io_fan.png
Scale bar: 100 µm.
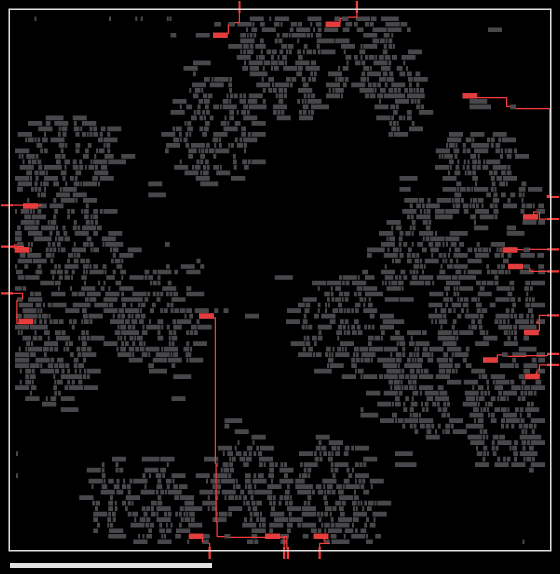
detail.png
Region (47, 180) to (87, 220) µm. Cells in grey, sequential cells in the stronger grey; small squares are vias.
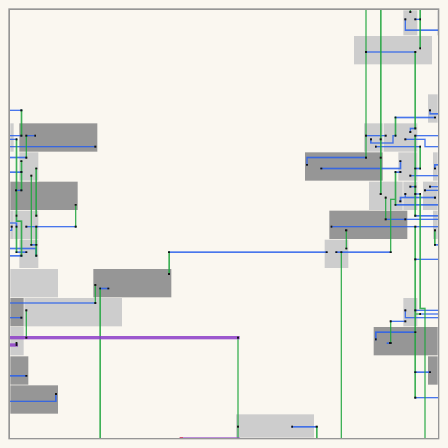
flops_by_reg.png
Scale bar: 100 µm.
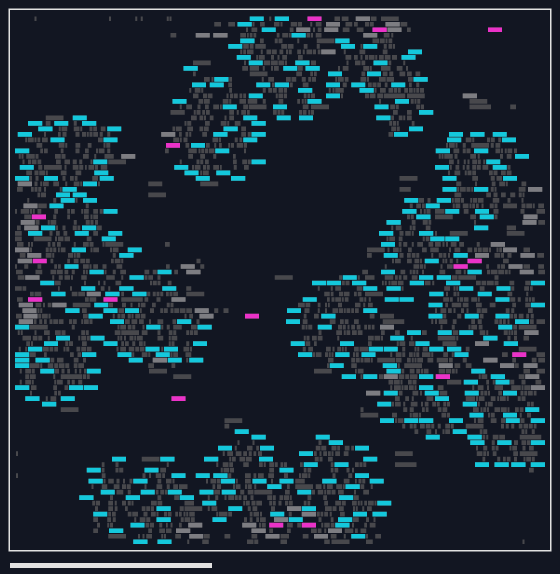
wires.png
Two of the layers only.
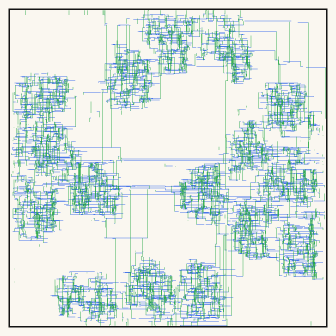
==> config.mk <==
export PLATFORM = sky130hd
export DESIGN_NAME = sw_input_conditioner
export DESIGN_NICKNAME = d
export VERILOG_FILES = /design/src/rtl/sw_input_conditioner.sv
export SDC_FILE = /design/constraint.sdc
export NUM_CORES = 1
export LEC_CHECK = 0
export CORE_MARGIN = 2
export CORE_UTILIZATION = 25
export DETAILED_ROUTE_END_ITERATION = 8
export SYNTH_ARGS = -nofsm -noshare
export SYNTH_HDL_FRONTEND = slang
export SYNTH_SLANG_ARGS = --single-unit
==> constraint.sdc <==
create_clock -name clk -period 2.23 [get_ports clk]
set_clock_uncertainty 0.15 [all_clocks]
set_input_delay 0.3345 -clock clk [delete_from_list [all_inputs] [get_ports clk]]
set_output_delay 0.3345 -clock clk [all_outputs]
set_load 0.05 [all_outputs]
==> src/rtl/sw_input_conditioner.sv <==
`default_nettype none
// ============================================================================
// Module   : sw_input_conditioner
// Purpose  : Conditions the board slide switches before they reach the CPU
//            `sw` input. Each bit passes through a 2-flop synchroniser and a
//            counter-based debouncer, producing a registered stable level
//            plus one-cycle rise/fall event pulses.
// Ports    : clk         - system clock, rising edge
//            rst         - synchronous active-high reset
//            sw_raw      - asynchronous switch pins
//            sw_out      - debounced stable level (feeds cpu `sw`)
//            rise_pulse  - one-cycle pulse per bit on stable 0->1
//            fall_pulse  - one-cycle pulse per bit on stable 1->0
//            evt_clr     - per-bit clear of sticky event flags
//            evt_pending - sticky per-bit event flags
// Options  : SW_EVENT_LATCH_EN - when defined, evt_pending latches any
//            rise/fall pulse until cleared by evt_clr. When undefined,
//            evt_pending is tied to 0 and evt_clr is ignored.
// Revision : 1.0 - initial release
// ============================================================================
module sw_input_conditioner #(
   parameter int WIDTH           = 16,
   parameter int DEBOUNCE_CYCLES = 1000000,
   parameter int CNT_W           = 20
) (
   input  logic             clk,
   input  logic             rst,
   input  logic [WIDTH-1:0] sw_raw,
   output logic [WIDTH-1:0] sw_out,
   output logic [WIDTH-1:0] rise_pulse,
   output logic [WIDTH-1:0] fall_pulse,
   input  logic [WIDTH-1:0] evt_clr,
   output logic [WIDTH-1:0] evt_pending
);

   // Terminal count: a mismatch seen while the counter already holds this
   // value is the DEBOUNCE_CYCLES-th consecutive one, so the level flips.
   localparam logic [CNT_W-1:0] c_cnt_max = CNT_W'(DEBOUNCE_CYCLES - 1);

   logic [WIDTH-1:0] sync1_q;
   logic [WIDTH-1:0] sync2_q;
   logic [CNT_W-1:0] cnt_q [WIDTH];
   logic [CNT_W-1:0] cnt_d [WIDTH];
   logic [WIDTH-1:0] sw_out_q;
   logic [WIDTH-1:0] sw_out_d;
   logic [WIDTH-1:0] rise_pulse_q;
   logic [WIDTH-1:0] rise_pulse_d;
   logic [WIDTH-1:0] fall_pulse_q;
   logic [WIDTH-1:0] fall_pulse_d;

   // Per-bit debounce. Any match clears the count, so a glitch shorter than
   // the debounce window leaves no trace; the counter also clears on a flip,
   // which keeps it bounded by c_cnt_max.
   always_comb begin
      sw_out_d     = sw_out_q;
      rise_pulse_d = '0;
      fall_pulse_d = '0;
      for (int i = 0; i < WIDTH; i++) begin
         cnt_d[i] = '0;
         if (sync2_q[i] != sw_out_q[i]) begin
            if (cnt_q[i] == c_cnt_max) begin
               sw_out_d[i]     = sync2_q[i];
               rise_pulse_d[i] = sync2_q[i];
               fall_pulse_d[i] = ~sync2_q[i];
            end else begin
               cnt_d[i] = cnt_q[i] + 1'b1;
            end
         end
      end
   end

   always_ff @(posedge clk) begin
      if (rst) begin
         sync1_q      <= '0;
         sync2_q      <= '0;
         sw_out_q     <= '0;
         rise_pulse_q <= '0;
         fall_pulse_q <= '0;
         for (int i = 0; i < WIDTH; i++) begin
            cnt_q[i] <= '0;
         end
      end else begin
         sync1_q      <= sw_raw;
         sync2_q      <= sync1_q;
         sw_out_q     <= sw_out_d;
         rise_pulse_q <= rise_pulse_d;
         fall_pulse_q <= fall_pulse_d;
         for (int i = 0; i < WIDTH; i++) begin
            cnt_q[i] <= cnt_d[i];
         end
      end
   end

   assign sw_out     = sw_out_q;
   assign rise_pulse = rise_pulse_q;
   assign fall_pulse = fall_pulse_q;

`ifdef SW_EVENT_LATCH_EN
   logic [WIDTH-1:0] evt_pending_q;
   logic [WIDTH-1:0] evt_pending_d;

   // Set terms come from the pulse next-state so the flag rises on the same
   // edge as the pulse; set is OR-ed last so it wins over a same-cycle clear.
   always_comb begin
      evt_pending_d = (evt_pending_q & ~evt_clr) | rise_pulse_d | fall_pulse_d;
   end

   always_ff @(posedge clk) begin
      if (rst) begin
         evt_pending_q <= '0;
      end else begin
         evt_pending_q <= evt_pending_d;
      end
   end

   assign evt_pending = evt_pending_q;
`else
   // Feature disabled: no sticky state; evt_clr is intentionally unused.
   logic unused_evt_clr;
   assign unused_evt_clr = ^evt_clr;
   assign evt_pending    = '0;
`endif

endmodule
`default_nettype wire
==> impl_metrics.tcl <==
# collected from the flow reports
set metrics [dict create \
    outcome "complete, no violations" \
    via_per_inst 4.58 \
    p_comb_share_pct 1.6 \
    grt-ovfl-total 0 \
    synth-seq-cells 400 \
    synthCells 1969 \
    antenna_found_initial 0 \
    comb_area_um2 8720 \
    highest_layer "met4" \
    grt_max_degree 24 \
    fmaxAchievable_mhz 462 \
    top_cells_by_count "400 x dfxtp_1, 240 x nor2_1, 133 x nand3_1, 123 x a21oi_1, 118 x xnor2_1" \
    p_sw_w 0.00342 \
    path_max_fanout 1 \
    placed_area_um2 19400 \
    wl_met2_um 15500 \
    period_minus_slack_ns 2.16 \
    ys_cells 1969 \
    final_cell_area_um2 21100 \
    cts_tree "yes" \
    clkLatencyLatePin_ns 0.59 \
]
About io_fan.png:
| colour | port | bits | direction | edge | end cells | buffers | wire |
|---|---|---|---|---|---|---|---|
| red | `fall_pulse` | 16 | output | 7 east, 4 south, 3 west, 2 north | 16 | 16 | 431 µm |

About detail.png:
| colour | layer |
|---|---|
| green | metal 2 |
| red | metal 4 |
| purple | metal 3 |
| blue | metal 1 |
cells with their middle in the window: 24
netlist names of flops here include: `cnt_q` (4)
most frequent: dfxtp_1 (7), nor2_1 (3)
sequential cells in the window: 7

About flops_by_reg.png:
| colour | name in the netlist | placed flops | where |
|---|---|---|---|
| cyan | `cnt_q` | 320 | spread over the die |
| magenta | `sync2_q` | 16 | spread over the die |
not coloured: 64
Util after Layout: 30.9%
Sequential Area: 8010 µm²
Flop+latch power: 0.00721 W
sequential share of cell area: 37.9%

About wires.png:
| colour | layer | wire length |
|---|---|---|
| blue | metal 1 | 18000 µm |
| green | metal 2 | 15500 µm |

[path summary, 6_finish.rpt]
path	slack [ns]	end	start	depth (start not counted)
hold reg to reg	0.29	sync2_q[6]	sync1_q[6]	1
hold / removal	0.15	sync1_q[5]	sw_raw[5]	2
setup reg to reg	0.10	cnt_q[0][41]	cnt_q[0][46]	4
setup / recovery	0.07	rise_pulse[1]	rise_pulse[1]	1
[sequential cells by signal, indices dropped and copies added (netlist names)]
signal / cells
fall_pulse: 16
sync2_q: 16
rise_pulse: 16
sw_out: 16
cnt_q: 320
sync1_q: 16
[metal layers]
layer / vias up / global-route usage [%]
met1: 6422 / 13.4
li1: 7283 / -
met5: - / 0
met3: 51 / 2.17
met4: 0 / 3.54
met2: 154 / 15.9
[cell usage in the layout (no fill, tap or decap), drive strengths merged, types with 3 or more instances in the layout]
master and count:
o31ai 40, o21ai 87, nand4 69, nand2b 3
dfxtp 400, dlygate4sd2 25, and2 27, clkdlybuf4s50 29
buf 92, or3 69, a31o 6, and3 50
clkinvlp 5, clkbuf 63, or2 11, ha 16
and4 27, bufinv 7, xnor2 118, nor2b 34
nor3 32, nor4 47, inv 58, o21a 4
a21oi 123, nor2 240, nand3 134, xor2 75
dlymetal6s2s 7, clkinv 11, o21ba 4, or4 54
nand2 111, nor3b 8, or3b 4, nor4b 24
nor4bb 3, conb 16, or4b 10
[cell families after synthesis]
| logic type | share of synthesized area, % |
|---|---|
| AND-OR/OR-AND | 8.87 |
| XOR/XNOR | 9.79 |
| adder cells (fa/ha/maj) | 1.16 |
| AND/OR/NAND/NOR | 30.3 |
| flip-flops | 46.4 |
| other | 0.0217 |
| buffers and inverters | 3.50 |
Power and IR drop assume default switching activity.
